Run 1, clock routing:
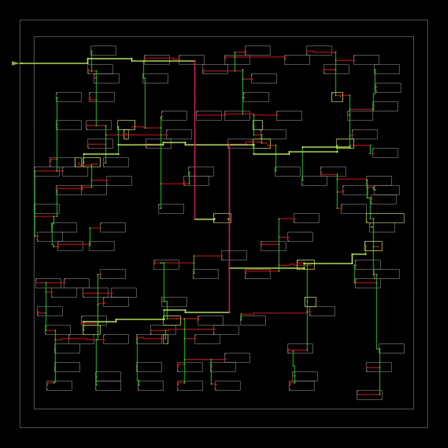
Run 1, clock distribution:
Bar = 20 µm.
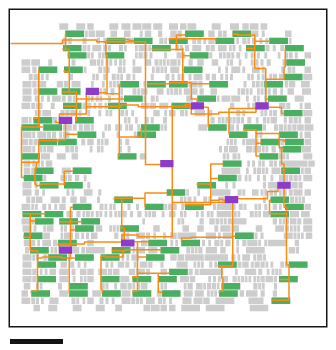
Run 1, selected gate families:
Bar = 20 µm.
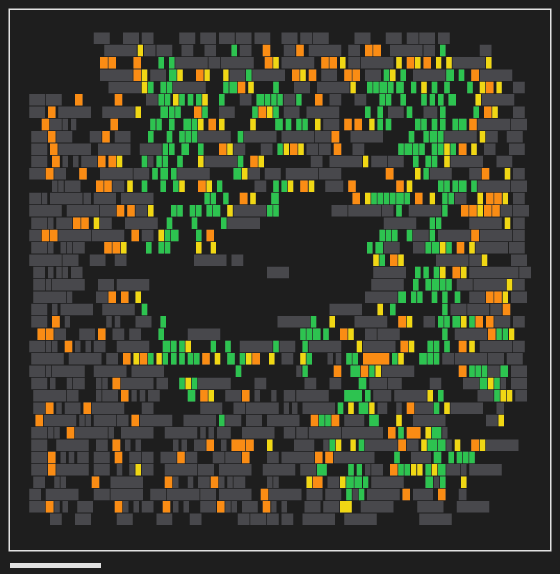
Run 1, PDN straps and rails:
Pins as bars on the die edge. Tap cells in grey.
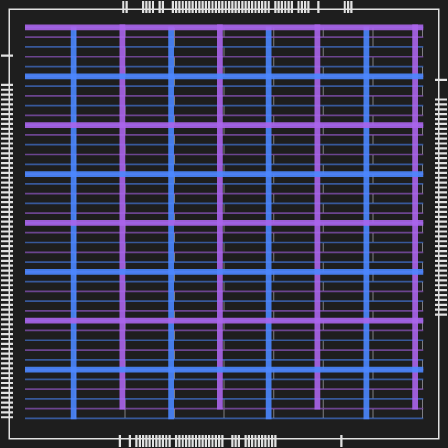
==> config.mk <==
export PLATFORM = sky130hd
export DESIGN_NAME = fphub_div_controller_flat
export DESIGN_NICKNAME = d
export VERILOG_FILES = /design/src/rtl/fphub_div_controller_if.sv /design/src/rtl/fphub_div_controller.sv /design/src/flat_wrapper.sv
export SDC_FILE = /design/constraint.sdc
export NUM_CORES = 1
export LEC_CHECK = 0
export ABC_AREA = 1
export CORE_MARGIN = 4
export CORE_UTILIZATION = 41
export CTS_BUF_LIST = sky130_fd_sc_hd__clkbuf_8
export CTS_CLUSTER_DIAMETER = 80
export DETAILED_ROUTE_END_ITERATION = 16
export PLACE_DENSITY = 0.77
export SLEW_MARGIN = 20
export SYNTH_ARGS = -nofsm -noshare
export SYNTH_HDL_FRONTEND = slang
export SYNTH_SLANG_ARGS = --single-unit
==> constraint.sdc <==
create_clock -name clk -period 2.35 [get_ports clk]
set_clock_uncertainty 0.2 [all_clocks]
set_input_delay 0.47 -clock clk [delete_from_list [all_inputs] [get_ports clk]]
set_output_delay 0.47 -clock clk [all_outputs]
set_load 0.1 [all_outputs]
==> results.txt <==
Implementation numbers.

- Total power normalized to cell area comes to 1580 mW/mm².
- The number of gates given a new drive strength after cts is 2.
- The total nets after synthesis is 893.
- The number of endpoints with negative hold slack in the final report is 0.
- The violation tally from detailed-route iteration zero is 300.
- Setup slack on the critical path of the routed design comes to 0.130 ns.
- Adding up every negative setup slack in the final design gives 0 ns.
- The switching portion of total power is 0.587.
- In the global route stage, met1 resource usage came out at 0.258.
- After detailed routing, the wire length on met1 is 6520 µm.
- The area of the chip is 0.0142 mm².
- STA classifies the critical path startpoint as a flop.
- The flow inserted 168 tap cells.
- The actual transition at the worst max-transition pin is 0.559 ns.
- The final number of setup-violating endpoints is 0.
- The number of multi-input combinational cells is 510.
- In this run, power in flip-flops and latches comes to 2.63 mW.
- Synthesis handed over a netlist of 780 instances.
- The share of the core area taken by cells at floorplan is 0.420.
- The report puts the hold buffer count at CTS at 0.
- The total power of the final layout is 11.7 mW.
- The script parses the final routing iteration and logs DRC violations as 0.
- The maximum number of buffers from clock root to sink is 2.
- In the detailed route, the total length drawn on met3 is 1490 µm.
- The type recorded for the worst min-delay path is primary input to flop.
- met3 track demand over resource after global routing is 0.0888.
- Yosys reported that registers with async set or reset make up 0.
- The area taken by multi-input combinational cells is reported as 0.00232 mm².
- The number of cells after detailed placement is 1131.
- The die extent in x is 119 µm.
- The final-layout worst hold slack is 0.244 ns.
- The count of tool warnings is 30.
- The kind of cell with the highest combined delay along the critical path is flip-flops.
- After detailed placement, the total cell area comes to 0.00724 mm².
- Nets still carrying antenna violations after routing amount to 0.
- The average size of a mapped cell is 6.49 µm².
- Looking at the area split, the leading class of cells is multi-input combinational cells.
- The number of different library cells used by synthesis comes to 29.
- The part of the total power dissipated in sequential elements is 0.224.
- The worst max-slew margin expressed relative to the limit is 0.626.
- Data arrives at the worst endpoint at 1.55 ns.
- Looking at the worst setup and hold paths, the clock pins of their registers show a slew of 0.10 ns.
- Walking the worst path, the cells encountered are inv_2 -> ha_4 -> nand3_1 -> nor3_4 -> buf_12.
- The maximum number of pins on one net before global-route repair is 61.
- The antenna diode count is 0.
- Per the run report, area growth between synthesis and finish was 47.3%.
- The number of buffer cells added on primary ports is 209.
- Per the GRT log, the top usage layer is met2.
- The cell with the largest stage delay on the worst path is dfxtp_1.
- The count of fill cells added during filler insertion is 1145.
- The analysis attributes to net switching a power of 6.89 mW.
- Per the final report, the share of cell area in non-clock buffers is 0.286.
- The non-clock inverters instantiated in the layout total 119.
- The number of pins exceeding their max-slew limit in the final report is 0.
- The initial antenna violation count is 0.
- Across every metal layer, demand over resource in global routing totals 0.210.
- The number of synthesized register bits is 107.
- The flow ran to the end, and the final reports show no timing, DRC or antenna violations.
- The combinational fraction of design power is 0.679.
- Setup repair after global routing left no endpoint under its margin.
- The total number of vias is 5324.
- The met2 routing resource usage after global routing is 0.344.
- Ranking logic cells in the layout by count gives the top entries 221 x nand2_1, 115 x inv_1, 109 x buf_4.
- The detail-routed net length per standard cell is 13.3 µm.
- The area recorded from the Yosys report for this design is 0.00506 mm².
- The flow reports power dissipated in combinational cells as 7.97 mW.
- The overall overflow remaining after global route is 0.
- The via count of the first global-routing pass is 4850.
- The post-CTS setup buffer count is 0.
- The root cell of the clock tree is clkbuf_8.
- The highest ir drop seen on vdd is 0.000914 V.
- The final timing summary puts the cycle share of the worst path at 0.945.
- TritonCTS built the clock tree.
- The critical path maximum fanout is 6.
- The synthesized area is 0.00506 mm².
- The top achievable clock speed is 450 MHz.
- In the final design database the tool counted 1088 nets.
- Across the whole layout, storage elements account for 0.00214 mm².
- Per the run summary, max-cap violations total 0.
- After routing the design area is 0.00745 mm².
- The number of cells reported by Yosys stat comes to 780.
- STA classifies the critical path endpoint as an output pin.
- Yosys mapped a number of flops with a built-in enable equal to 0.
- The leakage dissipation is 3.66 nW.
- CTS built an H-tree with a depth of 3.
- The first-pass GRT wire length is 24200 µm.
- For this design the top-level I/O count stands at 210.
- Internal power comes to 4.86 mW.
- The worst hold path cell count is 4.
- The half-perimeter wire length of the detailed placement result is 10800 µm.
- OpenSTA, run right after detailed placement, puts the worst setup slack at -0.232 ns.
- Setup slack on the worst reg-to-reg path comes out at 0.44 ns.
- The row count is 40.
- The maximum cell stage delay along the critical path is 0.37 ns.
- In the setup report, the worst path falls into the class flop to output pin.
- The ratio of routed vias to standard cells is 4.64.
- The worst register-to-register path depth is 9.
- The register share after synthesis is 0.423.
- In the final layout, the share of cells above drive strength 1 is 0.159.
- RePlAce ended its routability-driven mode at a weighted congestion of 0.781.
- The highest layer touched by signal routing is met4.
- The iteration count of the initial detailed-routing pass is 5.
- The top contributor to total power is combinational cells.
- The shortest period the worst path allows is 2.22 ns.
- Per the detail_route log, met2 wirelength is 7150 µm.
- According to the CTS report, the clock sink count is 107.
- After detailed routing, the total wire length is 15300 µm.
- The most used flip-flop cell after synthesis is dfxtp_1.
- The required arrival time at the worst endpoint is 1.68 ns.
- The critical path depth in cells is 5.
- Per the layout area report, the sequential fraction of cell area is 0.287.
- The number of warnings printed during yosys synthesis is 0.
- The core utilization of the finished layout is 0.618.
- Together, buffers and inverters on the worst path number 2.
- Of all the cell area in the finished design, the clock network holds 0.0257.
- After layout, the buffer instance count without clock buffers stands at 228.
- Excluding fillers, the count of instances in the completed layout stands at 1148.
Notes on 'clock routing' above:
TritonCTS buffer count: 9
count of clock buffers in the final design: 9
FF+latch count: 107

Notes on 'clock distribution' above:
clock drivers: marked purple, count 9. clock wires: marked orange, length 1330 µm. flip-flops: marked green, count 107.
There are 10 routed clock nets.
part of the power in the clock network: 0.097
later-pin clock latency in the skew report: 0.38 ns
clock distribution power: 1.14 mW

Notes on 'selected gate families' above:
inv cells: marked yellow, cells 119, where widely spread. aoi and oai cells: marked orange, cells 144, where widely spread. nand cells: marked green, cells 268.
Comb/total area: 0.312
most common logic cell in the routed design: nand2_1

Notes on 'PDN straps and rails' above:
VDD: marked purple. VSS: marked blue.
The core has 40 rows. 41 met1 rails follow the rows. 8 straps on met4.
core footprint: 0.0121 mm²
vertical die size: 119 µm

## run 1: cells in the mapped netlist, types with 2 or more instances
master	number	share of area
nor2_4	2	0.0045
ha_1	6	0.015
buf_2	12	0.012
o21ai_0	68	0.067
nand2_1	222	0.16
a21oi_1	70	0.069
buf_6	3	0.0067
buf_1	4	0.0030
dfxtp_1	107	0.42
nor2_1	83	0.062
inv_1	116	0.086
nor3_1	2	0.0020
clkbuf_1	24	0.018
nand3_1	40	0.040
nand4_1	4	0.0049
inv_2	3	0.0022
o21ai_1	2	0.0020
## run 1: logic make-up after synthesis
| group | count (synthesis) | synth area share |
|---|---|---|
| flops | 107 | 0.423 |
| simple gates | 356 | 0.282 |
| xor+xnor | 2 | 0.00346 |
| buf+inv | 164 | 0.130 |
| compound gates | 145 | 0.146 |
| fa+ha+maj | 6 | 0.0148 |
Power and IR drop assume default switching activity.
